===== src/rtl/play_line_scan_if.sv =====
// Request/result bundle between the board-state registers and the line scanner.
// The master issues a board snapshot; the slave (scanner) returns masks and a chosen move.
interface play_line_scan_if #(
   parameter int unsigned N = 3
);
   logic             start;
   logic [N*N-1:0]   ain;
   logic [N*N-1:0]   bin;
   logic             busy;
   logic             done;
   logic             err;
   logic [N*N-1:0]   win_mask;
   logic [N*N-1:0]   block_mask;
   logic [N*N-1:0]   move;
   logic             move_valid;

   modport master (
      output start, ain, bin,
      input  busy, done, err, win_mask, block_mask, move, move_valid
   );

   modport slave (
      input  start, ain, bin,
      output busy, done, err, win_mask, block_mask, move, move_valid
   );
endinterface


===== src/rtl/play_line_scan.sv =====
// Sequential line scanner for an N x N board: one row/column/diagonal per clock, accumulating
// cells that complete a line for A (win) or for B (block), then picks a single move.
module play_line_scan #(
   parameter int unsigned N = 3
) (
   input logic             clk,
   input logic             rst,
   play_line_scan_if.slave bus
);

   localparam int unsigned Cells = N * N;
   localparam int unsigned Lines = 2 * N + 2;
   localparam int unsigned LineW = $clog2(Lines);
   localparam int          Ni    = int'(N);
   localparam logic [3:0]  Need  = 4'(N - 1);

   typedef enum logic [1:0] {StIdle, StScan, StFin} state_e;

   state_e             state_q, state_d;
   logic [LineW-1:0]   line_q, line_d;
   logic [Cells-1:0]   snap_a_q, snap_a_d;
   logic [Cells-1:0]   snap_b_q, snap_b_d;
   logic [Cells-1:0]   win_q, win_d;
   logic [Cells-1:0]   block_q, block_d;
   logic [Cells-1:0]   move_q, move_d;
   logic               err_q, err_d;
   logic               move_valid_q, move_valid_d;

   logic [Cells-1:0]   line_mask, line_a, line_b, line_empty;
   logic [3:0]         a_cnt, b_cnt;
   logic               win_hit, block_hit;

   // Later (lower) indices overwrite earlier ones, leaving the lowest set bit.
   function automatic logic [Cells-1:0] lowest(input logic [Cells-1:0] v);
      logic [Cells-1:0] r;
      r = '0;
      for (int k = Cells - 1; k >= 0; k--) begin
         if (v[k]) begin
            r    = '0;
            r[k] = 1'b1;
         end
      end
      return r;
   endfunction

   // Membership of each cell in the line selected by line_q.
   always_comb begin
      line_mask = '0;
      for (int r = 0; r < Ni; r++) begin
         for (int c = 0; c < Ni; c++) begin
            line_mask[r*Ni+c] = (int'(line_q) == r) ||
                                (int'(line_q) == Ni + c) ||
                                (int'(line_q) == 2 * Ni && r == c) ||
                                (int'(line_q) == 2 * Ni + 1 && r + c == Ni - 1);
         end
      end
   end

   always_comb begin
      line_a     = line_mask & snap_a_q;
      line_b     = line_mask & snap_b_q;
      line_empty = line_mask & ~snap_a_q & ~snap_b_q;
      a_cnt      = '0;
      b_cnt      = '0;
      for (int k = 0; k < Cells; k++) begin
         a_cnt = a_cnt + 4'(line_a[k]);
         b_cnt = b_cnt + 4'(line_b[k]);
      end
      win_hit   = (a_cnt == Need) && (b_cnt == 4'd0);
      block_hit = (b_cnt == Need) && (a_cnt == 4'd0);
   end

   always_comb begin
      state_d      = state_q;
      line_d       = line_q;
      snap_a_d     = snap_a_q;
      snap_b_d     = snap_b_q;
      win_d        = win_q;
      block_d      = block_q;
      move_d       = move_q;
      err_d        = err_q;
      move_valid_d = move_valid_q;
      unique case (state_q)
         StIdle: begin
            if (bus.start) begin
               snap_a_d     = bus.ain;
               snap_b_d     = bus.bin;
               win_d        = '0;
               block_d      = '0;
               move_d       = '0;
               move_valid_d = 1'b0;
               line_d       = '0;
               err_d        = |(bus.ain & bus.bin);
               state_d      = StScan;
            end
         end
         StScan: begin
            // A conflicting snapshot spends one cycle here so done lands one edge later.
            if (err_q) begin
               state_d = StFin;
            end else begin
               if (win_hit) win_d = win_q | line_empty;
               if (block_hit) block_d = block_q | line_empty;
               if (line_q == LineW'(Lines - 1)) begin
                  state_d      = StFin;
                  move_d       = (|win_d) ? lowest(win_d) : lowest(block_d);
                  move_valid_d = |move_d;
               end else begin
                  line_d = line_q + 1'b1;
               end
            end
         end
         StFin: begin
            state_d = StIdle;
         end
         default: begin
            state_d = StIdle;
         end
      endcase
   end

   always_ff @(posedge clk) begin
      if (rst) begin
         state_q      <= StIdle;
         line_q       <= '0;
         snap_a_q     <= '0;
         snap_b_q     <= '0;
         win_q        <= '0;
         block_q      <= '0;
         move_q       <= '0;
         err_q        <= 1'b0;
         move_valid_q <= 1'b0;
      end else begin
         state_q      <= state_d;
         line_q       <= line_d;
         snap_a_q     <= snap_a_d;
         snap_b_q     <= snap_b_d;
         win_q        <= win_d;
         block_q      <= block_d;
         move_q       <= move_d;
         err_q        <= err_d;
         move_valid_q <= move_valid_d;
      end
   end

   assign bus.busy       = (state_q == StScan) && !err_q;
   assign bus.done       = (state_q == StFin);
   assign bus.err        = err_q;
   assign bus.win_mask   = win_q;
   assign bus.block_mask = block_q;
   assign bus.move       = move_q;
   assign bus.move_valid = move_valid_q;

endmodule


===== src/flat_wrapper.sv =====
// flat-port wrapper written by rule: the top's interface ports become plain ports
module play_line_scan_flat 
#(
   parameter int unsigned N = 3
)
  (clk, rst, bus_start, bus_ain, bus_bin, bus_busy, bus_done, bus_err, bus_win_mask, bus_block_mask, bus_move, bus_move_valid);
  play_line_scan_if #(.N(N)) bus_i ();
  input logic clk;
  input logic rst;
  input wire logic [$bits(bus_i.start)-1:0] bus_start;
  input wire logic [$bits(bus_i.ain)-1:0] bus_ain;
  input wire logic [$bits(bus_i.bin)-1:0] bus_bin;
  output wire logic [$bits(bus_i.busy)-1:0] bus_busy;
  output wire logic [$bits(bus_i.done)-1:0] bus_done;
  output wire logic [$bits(bus_i.err)-1:0] bus_err;
  output wire logic [$bits(bus_i.win_mask)-1:0] bus_win_mask;
  output wire logic [$bits(bus_i.block_mask)-1:0] bus_block_mask;
  output wire logic [$bits(bus_i.move)-1:0] bus_move;
  output wire logic [$bits(bus_i.move_valid)-1:0] bus_move_valid;
  assign bus_i.start = bus_start;
  assign bus_i.ain = bus_ain;
  assign bus_i.bin = bus_bin;
  assign bus_busy = bus_i.busy;
  assign bus_done = bus_i.done;
  assign bus_err = bus_i.err;
  assign bus_win_mask = bus_i.win_mask;
  assign bus_block_mask = bus_i.block_mask;
  assign bus_move = bus_i.move;
  assign bus_move_valid = bus_i.move_valid;
  play_line_scan #(.N(N)) u_core (.clk(clk), .rst(rst), .bus(bus_i));
endmodule

===== config.mk =====
export PLATFORM = sky130hd
export DESIGN_NAME = play_line_scan_flat
export DESIGN_NICKNAME = d
export VERILOG_FILES = /design/src/rtl/play_line_scan_if.sv /design/src/rtl/play_line_scan.sv /design/src/flat_wrapper.sv
export SDC_FILE = /design/constraint.sdc
export NUM_CORES = 1
export LEC_CHECK = 0
export ABC_AREA = 1
export CORE_UTILIZATION = 52
export CTS_BUF_LIST = sky130_fd_sc_hd__clkbuf_16
export DETAILED_ROUTE_END_ITERATION = 7
export PLACE_DENSITY = 0.77
export SYNTH_ARGS = -nofsm -noshare
export SYNTH_HDL_FRONTEND = slang
export SYNTH_SLANG_ARGS = --single-unit

===== constraint.sdc =====
create_clock -name clk -period 6.1 [get_ports clk]
set_input_delay 1.22 -clock clk [delete_from_list [all_inputs] [get_ports clk]]
set_output_delay 1.22 -clock clk [all_outputs]
set_load 0.05 [all_outputs]

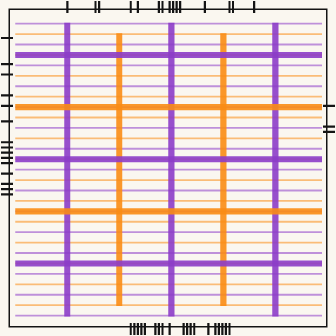
**Above:** power grid.
Pins as bars on the die edge.
VSS -> purple
VDD -> orange
rows = 28
met1 rails = 29
signal pins = 52
met5 straps = 5
met4 straps = 5
Die X: 82.45 µm
CORE AREA: 0.006096 mm²
Worst VDD drop: 140.5 µV

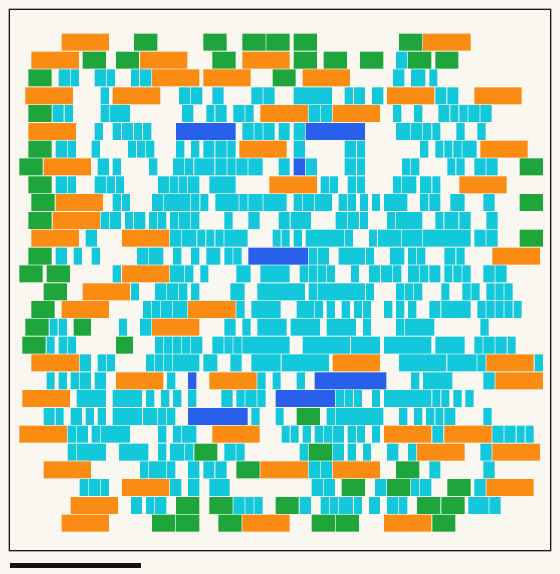
**Above:** cell classes on the final placement.
Bar = 20 µm.
clock drivers and dummy loads -> blue  # cells 8
all other logic -> cyan  # cells 429
other buffers and delay cells -> green  # cells 53
flops -> orange  # cells 52
final core occ: 67.26%
Seq/total area: 25.39%
num rows: 28

==> results_slide.txt <==
Synthesis and Place & Route Summary

Outcome
  • Status: complete, no violations

Final timing
  • Setup Viol. Count Final: 0
  • Setup TNS: 0 ps

Power and ir drop
  • NetSw: 0.2950 mW
  • Comb. pwr: ~0.25 mW
  • Pwr Total: between 0.9 and 1 mW
  • Internal power: approximately 0.63 mW

Synthesis
  • Number of enable flip-flop cells: 0
  • Mapped Avg Cell Area: approximately 6.8 µm²
  • # Cells Yosys: between 400 and 500
  • Top comb family, area: simple AND/OR/NAND/NOR gates
  • Count of cell types in the netlist: 34
  • Xor/xnor share: less than 1%
  • Synthesized area: roughly 0.0034 mm²

CTS
  • Post-CTS Hold Buffers: 0
  • Setup bufs post-CTS: 0
  • Clock tree root buffer cell: clkbuf_16
  • Clk buf depth: 2

GRT
  • Vias in the first global route: about 3100
  • Top Usage Layer GRT: met2
  • M2 GR Usage: roughly 44%

Critical path
  • Worst path slowest cell: fa_1
  • Crit path buffers/inverters: 2
  • Crit-path leading delay family: adder cells
  • CP Launch Type: flip-flop
  • Reg-to-reg endpoint: u_core.bus.move_valid$_SDFFE_PP0P_
  • Crit path DAT: between 5000 and 6000 ps

Route
  • Post-route ant nets: 0
  • 1st-iter DRT viols: roughly 200
  • M1 WL: about 4200 µm
  • WL met3: about 430 µm
  • DR pass1 iterations: 5

Place
  • Number of port buffers: around 50
  • # placed instances: just over 600
  • Post-place setup slack: ~430 ps
  • RePlAce Congestion: ~0.95

Min path
  • Hold Path End: u_core.bus.move[3]$_SDFFE_PP0P_

Finish
  • Fin area: between 0.004 and 0.005 mm²
  • Flip-flops: between 50 and 60
  • Most frequent logic cell in the layout: nand2_1
  • ClkCell Share: between 3 and 4%

Floorplan
  • Well Taps: 75

Flow run
  • Max Cap Viol: 0
Power figures rest on the tool's default switching activity, not on a simulated workload.
